Figure 1. The clock network (run 1).
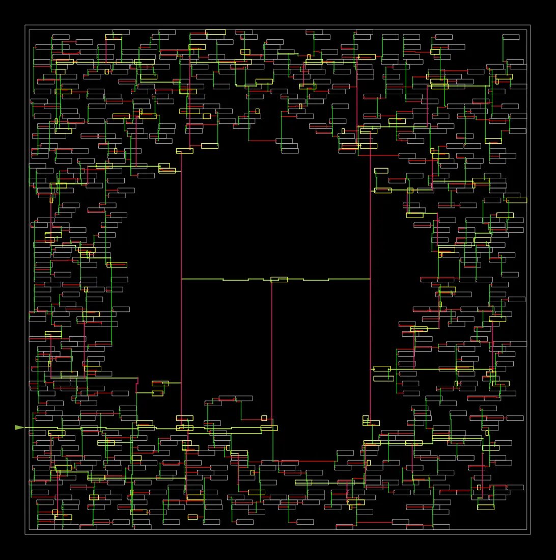
Figure 2. Sequential cells coloured by netlist name (run 1).
Drawn at 1.5 px/µm.
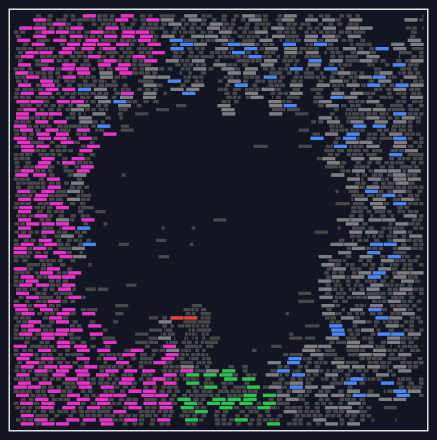
Figure 3. PDN straps and rails (run 1).
Drawn at 1.5 px/µm. Pins as bars on the die edge.
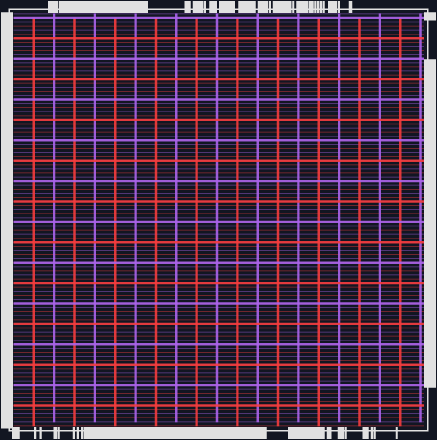
===== src/rtl/cacheline_adaptor.sv =====
// Cache line adaptor between the cache arbiter and the physical memory port.
// Turns one full-line read or write request into a BEATS-long burst on the
// narrow memory bus. When the whole line has moved, it returns a one-cycle
// resp_o pulse to the arbiter.
//
// Ports:
//   clk, rst_n            clock, asynchronous active-low reset
//   address_i             line address from arbiter (low offset bits ignored)
//   read_i / write_i      line read / write request, held until resp_o
//   line_i                write line from arbiter
//   line_o                assembled read line (valid while resp_o is high)
//   resp_o                one-cycle transfer-complete pulse
//   address_o             line-aligned address to memory
//   read_o / write_o      burst read / write request to memory
//   burst_o               write beat to memory
//   burst_i               read beat from memory
//   resp_i                memory beat strobe, one beat per high cycle
module cacheline_adaptor #(
   parameter int unsigned LINE_WIDTH  = 256,
   parameter int unsigned BURST_WIDTH = 64,
   parameter int unsigned ADDR_WIDTH  = 32
) (
   input  logic                   clk,
   input  logic                   rst_n,
   input  logic [ADDR_WIDTH-1:0]  address_i,
   input  logic                   read_i,
   input  logic                   write_i,
   input  logic [LINE_WIDTH-1:0]  line_i,
   output logic [LINE_WIDTH-1:0]  line_o,
   output logic                   resp_o,
   output logic [ADDR_WIDTH-1:0]  address_o,
   output logic                   read_o,
   output logic                   write_o,
   output logic [BURST_WIDTH-1:0] burst_o,
   input  logic [BURST_WIDTH-1:0] burst_i,
   input  logic                   resp_i
);

   localparam int unsigned BEATS       = LINE_WIDTH / BURST_WIDTH;
   localparam int unsigned OFFSET_BITS = $clog2(LINE_WIDTH / 8);
   localparam int unsigned CNT_W       = (BEATS > 1) ? $clog2(BEATS) : 1;

   localparam logic [CNT_W-1:0]      LAST_BEAT   = CNT_W'(BEATS - 1);
   localparam logic [CNT_W-1:0]      CNT_ONE     = CNT_W'(1);
   localparam logic [ADDR_WIDTH-1:0] OFFSET_MASK =
      ADDR_WIDTH'((64'd1 << OFFSET_BITS) - 64'd1);

   typedef enum logic [1:0] {StIdle, StRead, StWrite, StDone} state_e;

   state_e                             state_q;
   logic [CNT_W-1:0]                   cnt_q;
   logic [BEATS-1:0][BURST_WIDTH-1:0]  line_q;
   logic [BEATS-1:0][BURST_WIDTH-1:0]  wbuf_q;

   logic [ADDR_WIDTH-1:0] addr_aligned;
   logic [CNT_W-1:0]      cnt_next;
   logic                  last_beat;

   assign addr_aligned = address_i & ~OFFSET_MASK;
   assign cnt_next     = cnt_q + CNT_ONE;
   assign last_beat    = (cnt_q == LAST_BEAT);

   // The beat-sliced view of the line register is the arbiter's read line.
   assign line_o = line_q;

   always_ff @(posedge clk or negedge rst_n) begin
      if (!rst_n) begin
         state_q   <= StIdle;
         cnt_q     <= '0;
         line_q    <= '0;
         wbuf_q    <= '0;
         burst_o   <= '0;
         address_o <= '0;
         read_o    <= 1'b0;
         write_o   <= 1'b0;
         resp_o    <= 1'b0;
      end else begin
         resp_o <= 1'b0;
         case (state_q)
            StIdle: begin
               // Read has priority if both requests arrive together.
               if (read_i) begin
                  address_o <= addr_aligned;
                  cnt_q     <= '0;
                  read_o    <= 1'b1;
                  state_q   <= StRead;
               end else if (write_i) begin
                  address_o <= addr_aligned;
                  wbuf_q    <= line_i;
                  // Beat 0 comes straight from line_i, so it is on the bus with write_o.
                  burst_o   <= line_i[BURST_WIDTH-1:0];
                  cnt_q     <= '0;
                  write_o   <= 1'b1;
                  state_q   <= StWrite;
               end
            end

            StRead: begin
               if (resp_i) begin
                  line_q[cnt_q] <= burst_i;
                  if (last_beat) begin
                     cnt_q   <= '0;
                     read_o  <= 1'b0;
                     resp_o  <= 1'b1;
                     state_q <= StDone;
                  end else begin
                     cnt_q <= cnt_next;
                  end
               end
            end

            StWrite: begin
               if (resp_i) begin
                  if (last_beat) begin
                     cnt_q   <= '0;
                     write_o <= 1'b0;
                     resp_o  <= 1'b1;
                     state_q <= StDone;
                  end else begin
                     cnt_q   <= cnt_next;
                     burst_o <= wbuf_q[cnt_next];
                  end
               end
            end

            // Requests are not sampled here, so a request still held high
            // during the resp_o cycle cannot start a second transfer.
            StDone: begin
               state_q <= StIdle;
            end

            default: begin
               state_q <= StIdle;
            end
         endcase
      end
   end

endmodule


===== config.mk =====
export PLATFORM = sky130hd
export DESIGN_NAME = cacheline_adaptor
export DESIGN_NICKNAME = d
export VERILOG_FILES = /design/src/rtl/cacheline_adaptor.sv
export SDC_FILE = /design/constraint.sdc
export NUM_CORES = 1
export LEC_CHECK = 0
export ABC_CLOCK_PERIOD_IN_PS = 2400
export CAP_MARGIN = 5
export CORE_AREA = 2 2 276 278
export DETAILED_ROUTE_END_ITERATION = 6
export DIE_AREA = 0 0 278 280
export HOLD_SLACK_MARGIN = 0.05
export PLACE_DENSITY = 0.74
export SYNTH_ARGS = -nofsm -noshare
export SYNTH_HDL_FRONTEND = slang
export SYNTH_SLANG_ARGS = --single-unit

===== constraint.sdc =====
create_clock -name clk -period 2.4 [get_ports clk]
set_clock_uncertainty 0.15 [all_clocks]
set_input_delay 0.48 -clock clk [delete_from_list [all_inputs] [get_ports clk]]
set_output_delay 0.48 -clock clk [all_outputs]
set_load 0.02 [all_outputs]

==> run notes, run 1 <==
yosys + openroad results -> Synth Instances 1622, CTS clk-pin slew, worst paths 0.06 ns, tool warnings 42, cell type with the largest total area dfrtp_1, CTS Buffer Depth 3, switch share between 30% and 40%, GRT overflow 0, failing checks setup timing, Std-Cell Rows approximately 100, post-route cell area ~37000 µm², routed vias approximately 17000, Ys Warns 0, RSZ-0062 raised after global routing true, Final setup viols 1, vias in the first global route 19100, Crit-path slowest cell dfrtp_1, met3 GRT Util 6.81%, routed wire length 78100 µm, asr flop ratio synth 100%, io pins 712, detailed placer's ending HPWL 57500 µm, Slew Limit Fails 0, NumNets Final 2796, Yosys chip area 25100 µm², Main synth FF type dfrtp_1, Post-synth regs 610, NetSw roughly 0.019 W, vias per inst 4.89, status finished, violations left, total track usage between 10% and 20%, Area growth, synth to finish 47.7%, Top cell area share 60.7%, setup ws final -0.000975 ns, placed cell count 3320, DRC viols 0, root buf cell clkbuf_16, reg2reg path depth 9, Yosys cell types 28, Init Core Util 33.4%, max_slew headroom 59.2%, port bufs 701, ys cells 1622, global route hottest layer met2, Finished Layout Cells 3462, critical-path cell list inv_4 > buf_4 > ha_4 > nor2b_4 > a2111oi_4 > buf_6 > buf_12 > clkbuf_16 > mux2_2, flip-flops with a built-in enable 0, Netlist Area Pre-Place 25100 µm², Comb area 9670 µm², startpoint types flop, Comb pwr share between 40% and 50%, initial antenna violation count 17, 1st-iter DRT viols 573, fillers 6297, CTS tree built, sequential power share approximately a third, Tightest Pin Transition just over 0.6 ns, PwrDens 1450 nW/µm², register area share after synthesis 60.7%, DP Area 34400 µm², power share of the clock group 19.8%, main area contributors after synthesis dfrtp_1 (61%), mux2_2 (27%), mux2i_1 (5.3%), CP max stage delay 0.42 ns, Die ar. 77800 µm², largest net degree at the start of global routing 86, met2 usage in global routing 34.1%, FF-to-FF setup slack -0.001 ns, routability cong. 0.850, 1st-pass router iterations 4, Avg WL per Cell roughly 23 µm, period utilisation layout 100%, Period minus WS final 2.40 ns, deepest level of the CTS H-tree 3, Flop area 15300 µm², Routed Antenna Nets 0, CP max FO 7, worst hold path type input port to async pin, most frequent cells after synthesis dfrtp_1 (610), mux2_2 (600), mux2i_1 (132), GR Util met1 about 22%, first-pass GRT wire length 116000 µm, final hold vios 0, Synth Area per Inst 15.5 µm²
## Picture notes: Figure 1
clk_lat worst skew: 0.60 ns
Clock Sinks: 610
P_clk: 0.0107 W
total CTS buffers: 70

## Picture notes: Figure 2
Magenta marks line_o, flops 256. Blue marks burst_o, flops 64. Green marks address_o, flops 27, where bottom centre. Red marks state_q, flops 2.

## Picture notes: Figure 3
Purple marks VDD. Red marks VSS.
20 straps on met5. The core has 101 rows.
CORE AREA: 75200 µm²
die y size: 280 µm
Max VDD drop: 778 µV

==> run 1: per-stage QoR <==
stage | setup WS, ns | hold slack, ns | util [%] | total power, W
2_1_floorplan | -0.0269 | 0.0344 | - | 0.0308
3_3_place_gp | -0.178 | 0.243 | 45.8 | 0.0415
3_5_place_dp | -0.169 | 0.246 | 45.8 | 0.0424
4_1_cts | 0.00986 | 0.216 | 48.9 | 0.0534
5_1_grt | -0.0515 | 0.240 | 49.4 | 0.0564
6_report | -0.000975 | 0.264 | 49.4 | 0.0537
==> run 1: registers in the layout (all words and copies together), names as in the netlist <==
name       cells
address_o     27
burst_o       64
cnt_q          2
line_o       256
read_o         1
resp_o         1
state_q        2
wbuf_q       256
write_o        1
==> run 1: critical path, delay by kind of cell, from the launching register on <==
kind / cells / cell delay [ns]
mux: 1 / 0.33
simple gates: 1 / 0.14
buf+inv: 5 / 0.77
compound gates: 1 / 0.24
flops: 1 / 0.42
fa+ha+maj: 1 / 0.18
==> run 1: final cells by class <==
class	count	share of cell area (%)
clock buffers	99	5.42
flip-flops and latches	610	41.1
diodes	6	0.0404
well taps	978	3.30
inverters	6	0.0674
clock inverters	23	0.799
multi-input cells	908	26.1
repair buffers	832	23.2
==> run 1: power by group through the flow <==
stage               Sequential (W)  Clock (W)  Combinational (W)
global placement            0.0179          0             0.0236
finish                      0.0181     0.0107             0.0249
detailed placement          0.0182          0             0.0242
CTS                         0.0181     0.0109             0.0243
floorplan                   0.0211          0            0.00977
global route                0.0187     0.0113             0.0264
==> run 1: per-layer routing <==
| layer | vias up | part of all wire (%) |
|---|---|---|
| li1 | 7504 | - |
| met1 | 8625 | 38 |
| met2 | 598 | 51 |
| met3 | 167 | 8.0 |
| met4 | 24 | 3.7 |
| met5 | - | 0.20 |
==> run 1: layout by cell type (no fill, tap or decap), types with 5 or more instances in the layout <==
master	synthesis	routed
buf_4	5	82
clkbuf_16	0	77
o221ai_1	63	63
mux2_4	0	16
diode_2	0	6
dfrtp_1	610	610
buf_12	0	35
clkbuf_8	0	11
ha_1	11	5
mux2_2	600	584
nand2b_1	66	64
clkinv_2	0	10
clkbuf_1	79	16
mux2i_1	132	129
clkdlybuf4s50_1	0	698
buf_6	0	5
conb_1	1	5
==> run 1: cell families after synthesis <==
group	after synthesis	synth area share (%)
other	1	0.0149
adder cells (fa/ha/maj)	11	0.548
flip-flops	610	60.7
buffers and inverters	108	1.74
AND-OR/OR-AND	73	2.54
AND/OR/NAND/NOR	82	2.00
multiplexers	737	32.4
==> run 1: how the worst max path moves through the flow <==
stage | to | depth (start not counted) | slack, ns | start
detailed placement | burst_o[23] | 6 | -0.17 | read_i
floorplan | burst_o[26] | 7 | -0.03 | cnt_q[0]
CTS | line_o[42] | 1 | 0.01 | line_o[42]
global placement | burst_o[42] | 6 | -0.18 | read_i
global route | burst_o[15] | 9 | -0.05 | state_q[0]
finish | burst_o[17] | 9 | -0.001 | state_q[0]
==> run 1: timing repair <==
| item | CTS | global route |
|---|---|---|
| setup buffers | 0 | 8 |
| gates cloned | 0 | 5 |
| setup endpoints to repair | 25 | 55 |
| pin swaps | 1 | 2 |
| hold buffers | 1 | 0 |
| resized | 6 | 39 |
| endpoints found under the hold margin | 232 | 0 |
## Run 2: what changed since run 1
--- a/config.mk
+++ b/config.mk
@@ -5,9 +5,9 @@
 export SDC_FILE = /design/constraint.sdc
 export NUM_CORES = 1
 export LEC_CHECK = 0
-export ABC_CLOCK_PERIOD_IN_PS = 2400
 export CAP_MARGIN = 5
 export CORE_AREA = 2 2 276 278
+export CTS_CLUSTER_SIZE = 8
 export DETAILED_ROUTE_END_ITERATION = 6
 export DIE_AREA = 0 0 278 280
 export HOLD_SLACK_MARGIN = 0.05
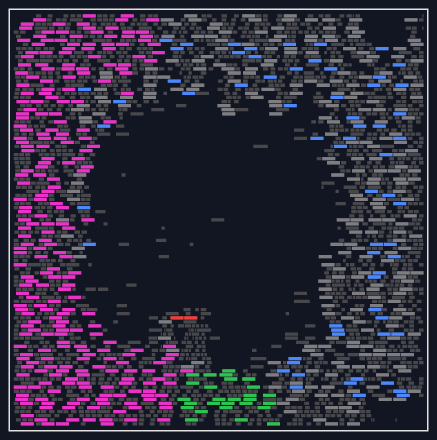
Figure 4: run 2, sequential cells coloured by netlist name.
Drawn at 1.5 px/µm.
Green marks address_o, flops 27, where bottom centre. Magenta marks line_o, flops 256. Blue marks burst_o, flops 64. Red marks state_q, flops 2.
Seq/total area: 41.5%
P_seq: 0.0181 W
Flop area: 15300 µm²
final core occ: 48.9%

==> run notes, run 2 <==
yosys + openroad results -> status finished, final reports clean (was finished, violations left), critical-path cell list clkdlybuf4s50_1 (was inv_4 > buf_4 > ha_4 > nor2b_4 > a2111oi_4 > buf_6 > buf_12 > clkbuf_16 > mux2_2), Yosys chip area 25100 µm² (unchanged), power share of the clock group 20.5% (was 19.8%), asr flop ratio synth 100% (unchanged), main area contributors after synthesis dfrtp_1 (61%), mux2_2 (27%), mux2i_1 (5.3%) (unchanged), sequential power share 34.2% (was 33.7%), detailed placer's ending HPWL 57500 µm (unchanged), Comb pwr share 45.3% (was 46.4%), register area share after synthesis 60.7% (unchanged), Synth Instances 1622 (unchanged), Top cells excl fill/tap clkdlybuf4s50_1 (698), dfrtp_1 (610), mux2_2 (600) (was clkdlybuf4s50_1 (698), dfrtp_1 (610), mux2_2 (584)), routed wire length 77600 µm (was 78100 µm), io pins 712 (unchanged), Max VDD drop 840 µV (was 778 µV), most numerous logic cell after layout clkdlybuf4s50_1 (unchanged), placed cell count 3320 (unchanged), switch share 34.4% (was 34.5%), Std-Cell Rows 101 (unchanged), port bufs 701 (unchanged), M1 WL 29000 µm (was 29300 µm), Main synth FF type dfrtp_1 (unchanged), met2 wire len 39000 µm (was 39500 µm), initial antenna violation count 15 (was 17), worst hold path type input port to async pin (unchanged), cell type with the largest total area dfrtp_1 (unchanged), deepest level of the CTS H-tree 3 (unchanged), CP max FO 2 (was 7), 1st-iter DRT viols 533 (was 573), vias in the first global route 19100 (about the same), Area growth, synth to finish 46.4% (was 47.7%), reg2reg path depth 7 (was 9), fillers 6315 (was 6297), Comb area 9540 µm² (was 9670 µm²), flip-flops with a built-in enable 0 (unchanged), number of stages on the worst setup path 1 (was 9), RSZ-0062 raised after global routing false (was true), routability cong. 0.850 (unchanged), CP top delay family buffers and inverters (unchanged), root buf cell clkbuf_16 (unchanged), Synth Area per Inst 15.5 µm² (unchanged), DRC viols 0 (unchanged), startpoint types flop (unchanged), CTS Buffer Depth 3 (unchanged), Top cell area share 60.7% (unchanged), CTS tree built (unchanged), Yosys cell types 28 (unchanged), Ys Warns 0 (unchanged), GRT overflow 0 (unchanged), Die ar. 77800 µm² (unchanged), final hold vios 0 (unchanged), first-pass GRT wire length 117000 µm (was 116000 µm), NumNets Final 2800 (was 2796), Avg WL per Cell 22.7 µm (was 22.6 µm), 1st-pass router iterations 6 (was 4), largest net degree at the start of global routing 86 (unchanged), CP max stage delay 0.78 ns (was 0.42 ns), most frequent cells after synthesis dfrtp_1 (610), mux2_2 (600), mux2i_1 (132) (unchanged), Clock Sinks 610 (unchanged), CORE AREA 75200 µm² (unchanged), Post-synth regs 610 (unchanged), Tightest Pin Transition 0.611 ns (was 0.612 ns), Init Core Util 33.4% (unchanged), Final setup viols 0 (was 1), clk_lat worst skew 0.60 ns (about the same), die y size 280 µm (unchanged), Slew Limit Fails 0 (unchanged), vias per inst 4.93 (was 4.89), ys cells 1622 (unchanged), Finished Layout Cells 3422 (was 3462)
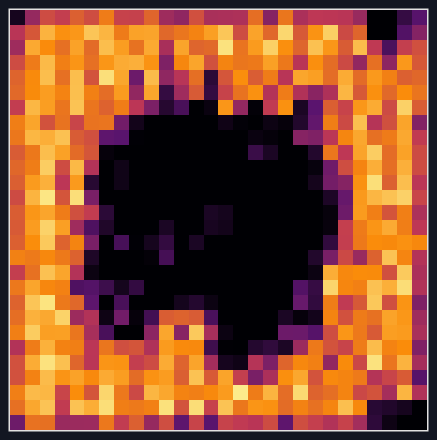
Figure 5: run 2, placement density heat map.
Drawn at 1.5 px/µm. 28 x 28 tiles, from black (low) to pale yellow (high), 0 to 100% covered.
The emptiest ninth of the die: centre. The fullest tile reaches 96%. 23% of the tiles are over 75% full.

-- run 2: cells by family (layout without fill, tap and decap cells) --
family | after synthesis | after routing | share of synthesized area, %
multiplexers | 737 | 737 | 32.4
flip-flops | 610 | 610 | 60.7
buffers and inverters | 108 | 922 | 1.74
AND/OR/NAND/NOR | 82 | 82 | 2.00
AND-OR/OR-AND | 73 | 73 | 2.54
adder cells (fa/ha/maj) | 11 | 11 | 0.548
other | 1 | 9 | 0.0149
-- run 2: power groups by stage --
| stage | sequential, W | combinational [W] | clock (W) |
|---|---|---|---|
| 4_1_cts | 0.0181 | 0.0243 | 0.0112 |
| 2_1_floorplan | 0.0211 | 0.00977 | 0 |
| 3_5_place_dp | 0.0182 | 0.0242 | 0 |
| 3_3_place_gp | 0.0179 | 0.0236 | 0 |
| 5_1_grt | 0.0187 | 0.0254 | 0.0116 |
| 6_report | 0.0181 | 0.0240 | 0.0109 |
-- run 2: metrics by stage --
step | utilization (%) | TNS [ns] | setup slack [ns] | total power, W | area (µm²)
3_5_place_dp | 45.8 | -20.14 | -0.169 | 0.0424 | 34400
6_report | 48.9 | 0 | 0.0551 | 0.0530 | 36800
3_3_place_gp | 45.8 | -18.46 | -0.178 | 0.0415 | 34400
5_1_grt | 48.9 | 0 | 0.000682 | 0.0557 | 36800
4_1_cts | 48.9 | 0 | 0.00387 | 0.0536 | 36800
2_1_floorplan | - | -0.0269 | -0.0269 | 0.0308 | 25200
-- run 2: cell type report --
type,count,share of cell area (%)
well taps,978,3.33
inverters,6,0.0612
multi-input cells,908,25.9
clock buffers,90,6.01
repair buffers,819,22.8
clock inverters,7,0.350
diodes,4,0.0272
flip-flops and latches,610,41.5
-- run 2: timing repair --
item / 4_1_cts / 5_1_grt
gates cloned: 0 / 0
endpoints found under the hold margin: 232 / 0
setup endpoints to repair: 2 / 61
resized: 2 / 6
pin swaps: 0 / 1
hold buffers: 1 / 0
-- run 2: final timing paths --
kind / slack, ns / end
max: 0.06 / line_o[98]
min: 0.25 / wbuf_q[0]
max reg2reg: 0.07 / burst_o[7]
min reg2reg: 0.35 / line_o[9]
max in group asynchronous: 0.94 / wbuf_q[135]
min in group clk: 0.33 / wbuf_q[213]
-- run 2: metal layers --
layer,track usage (%),vias up
met5,0,-
li1,-,7474
met4,8.68,18
met3,6.84,165
met2,34.1,620
met1,21.7,8584
## Run 3: what changed since run 2
--- a/config.mk
+++ b/config.mk
@@ -5,13 +5,14 @@
 export SDC_FILE = /design/constraint.sdc
 export NUM_CORES = 1
 export LEC_CHECK = 0
+export ABC_AREA = 1
 export CAP_MARGIN = 5
 export CORE_AREA = 2 2 276 278
-export CTS_CLUSTER_SIZE = 8
+export CTS_CLUSTER_SIZE = 16
 export DETAILED_ROUTE_END_ITERATION = 6
 export DIE_AREA = 0 0 278 280
 export HOLD_SLACK_MARGIN = 0.05
-export PLACE_DENSITY = 0.74
+export PLACE_DENSITY = 0.75
 export SYNTH_ARGS = -nofsm -noshare
 export SYNTH_HDL_FRONTEND = slang
 export SYNTH_SLANG_ARGS = --single-unit
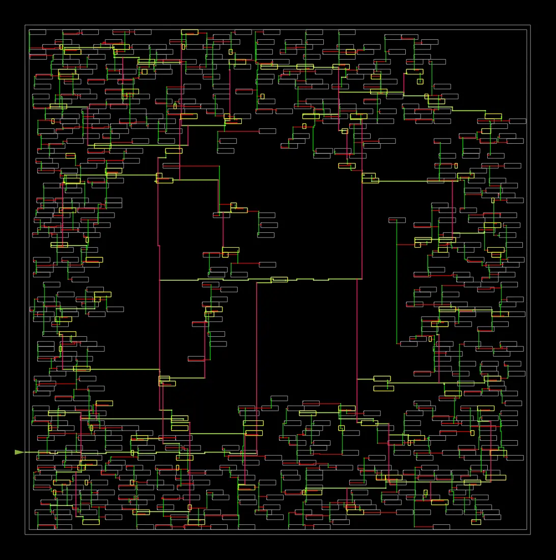
Figure 6: run 3, the clock network.
clk_lat worst skew: 0.61 ns
P_clk: 0.0109 W
total CTS buffers: 72
# clk buffers: 100
final sequential cell count: 610

==> run notes, run 3 <==
yosys + openroad results -> status finished, final reports clean (unchanged), Init Core Util 34.2% (was 33.4%), most frequent cells after synthesis nand2_1 (817), dfrtp_1 (610), o21ai_0 (294) (was dfrtp_1 (610), mux2_2 (600), mux2i_1 (132)), period utilisation layout 99.0% (was 97.7%), most numerous logic cell after layout nand2_1 (was clkdlybuf4s50_1), total track usage 21.8% (was 19.6%), flip-flops with a built-in enable 0 (unchanged), GRT overflow 0 (unchanged), 1st-pass router iterations 5 (was 6), CTS tree built (unchanged), Max VDD drop 788 µV (was 840 µV), routability cong. 0.879 (was 0.850), 1st-iter DRT viols 1377 (was 533), switch share 38.7% (was 34.4%), startpoint types flop (unchanged), Slew Limit Fails 0 (unchanged), PwrDens 1390 nW/µm² (was 1440 nW/µm²), root buf cell clkbuf_16 (unchanged), worst hold path type input port to async pin (unchanged), reg2reg path depth 8 (was 7), vias in the first global route 21000 (was 19100), Period minus WS final 2.38 ns (was 2.34 ns), vias per inst 4.88 (was 4.93), first-pass GRT wire length 129000 µm (was 117000 µm), FF-to-FF setup slack 0.16 ns (was 0.07 ns), RSZ-0062 raised after global routing false (unchanged), routed wire length 86700 µm (was 77600 µm), Main synth FF type dfrtp_1 (unchanged), Top cell area share 59.3% (was 60.7%), Crit-path slowest cell clkdlybuf4s50_1 (unchanged), asr flop ratio synth 100% (unchanged), DRC viols 0 (unchanged), Tightest Pin Transition 0.708 ns (was 0.611 ns), CP max FO 2 (unchanged), Post-synth regs 610 (unchanged), register area share after synthesis 59.3% (was 60.7%), Std-Cell Rows 101 (unchanged), Avg WL per Cell 20.0 µm (was 22.7 µm), CORE AREA 75200 µm² (unchanged), routed vias 21200 (was 16900), NumNets Final 3664 (was 2800), Final setup viols 0 (unchanged), power share of the clock group 21.3% (was 20.5%), Routed Antenna Nets 0 (unchanged), initial antenna violation count 29 (was 15), critical-path cell list clkdlybuf4s50_1 (unchanged), max_slew headroom 52.8% (was 59.3%), Ys Warns 0 (unchanged), WP buf/inv 1 (unchanged), Netlist Area Pre-Place 25800 µm² (was 25100 µm²), Synth Instances 2596 (was 1622), Clock Sinks 610 (unchanged), CTS clk-pin slew, worst paths 0.06 ns (was 0.05 ns), Yosys chip area 25800 µm² (was 25100 µm²), detailed placer's ending HPWL 61400 µm (was 57500 µm)
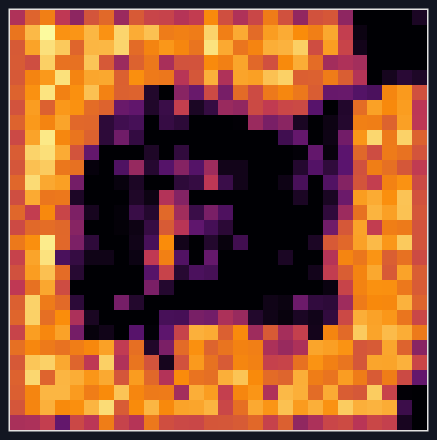
Figure 7: run 3, placement density heat map.
Drawn at 1.5 px/µm. 28 x 28 tiles, from black (low) to pale yellow (high), 0 to 100% covered.
The fullest tile reaches 99%. The emptiest ninth of the die: centre. The densest ninth of the die: upper left. 19% of the tiles are nearly empty.

[run 3: timing repair]
| action | CTS | global route |
|---|---|---|
| setup endpoints to repair | 5 | 0 |
| endpoints found under the hold margin | 24 | 0 |
| resized | 5 | 0 |
| hold buffers | 1 | 0 |
| setup buffers | 0 | 0 |
[run 3: cell families after synthesis]
family,count (synthesis),share of synthesized area (%)
compound gates,297,5.77
fa+ha+maj,11,0.534
buf+inv,276,4.94
flops,610,59.3
mux,256,11.2
other cells,1,0.0146
simple gates,1145,18.3
[run 3: power groups by stage]
stage                     clock [W]  sequential (W)  combinational [W]
after global routing         0.0115          0.0181             0.0246
after floorplan                   0          0.0201             0.0101
after detailed placement          0          0.0176             0.0228
final                        0.0109          0.0176             0.0226
after global placement            0          0.0175             0.0224
after CTS                    0.0111          0.0175             0.0229
[run 3: final cells by class]
cell class                      count  area [µm²]  share of cell area (%)
Multi-Input combinational cell   1714        9340                    25.4
Sequential cell                   610       15300                    41.6
Tap cell                          978        1220                    3.33
Inverter                          105         397                    1.08
Antenna cell                       13        32.5                  0.0886
Timing Repair Buffer              793        8120                    22.1
Clock buffer                      100        2040                    5.55
Clock inverter                     28         312                   0.848
[run 3: per-stage QoR]
stage	cells	setup WS (ns)	util, %	total power (W)	area [µm²]
4_1_cts	4328	0.00943	48.8	0.0516	36700
3_3_place_gp	4199	0.0680	45.7	0.0398	34300
5_1_grt	4333	0.00785	48.8	0.0542	36700
2_1_floorplan	2600	0.175	-	0.0301	25800
3_5_place_dp	4199	0.0327	45.7	0.0404	34300
6_report	4341	0.0229	48.8	0.0511	36700
[run 3: how the worst max path moves through the flow]
stage / start / to / slack, ns
6_report: line_o[48] / line_o[48] / 0.02
5_1_grt: burst_o[42] / burst_o[42] / 0.008
4_1_cts: line_o[49] / line_o[49] / 0.009
3_5_place_dp: read_i / wbuf_q[180] / 0.03
3_3_place_gp: read_i / wbuf_q[11] / 0.07
2_1_floorplan: cnt_q[0] / burst_o[0] / 0.18
[run 3: per-layer routing]
layer  GRT usage (%)  up-vias  routed length (µm)
met5               0        -                 183
met4            10.2       30                4040
met3            7.66      218                8650
met2            34.3      903               39600
met1            26.8    10200               34200
li1                -     9824                   -
Power and IR drop assume default switching activity.
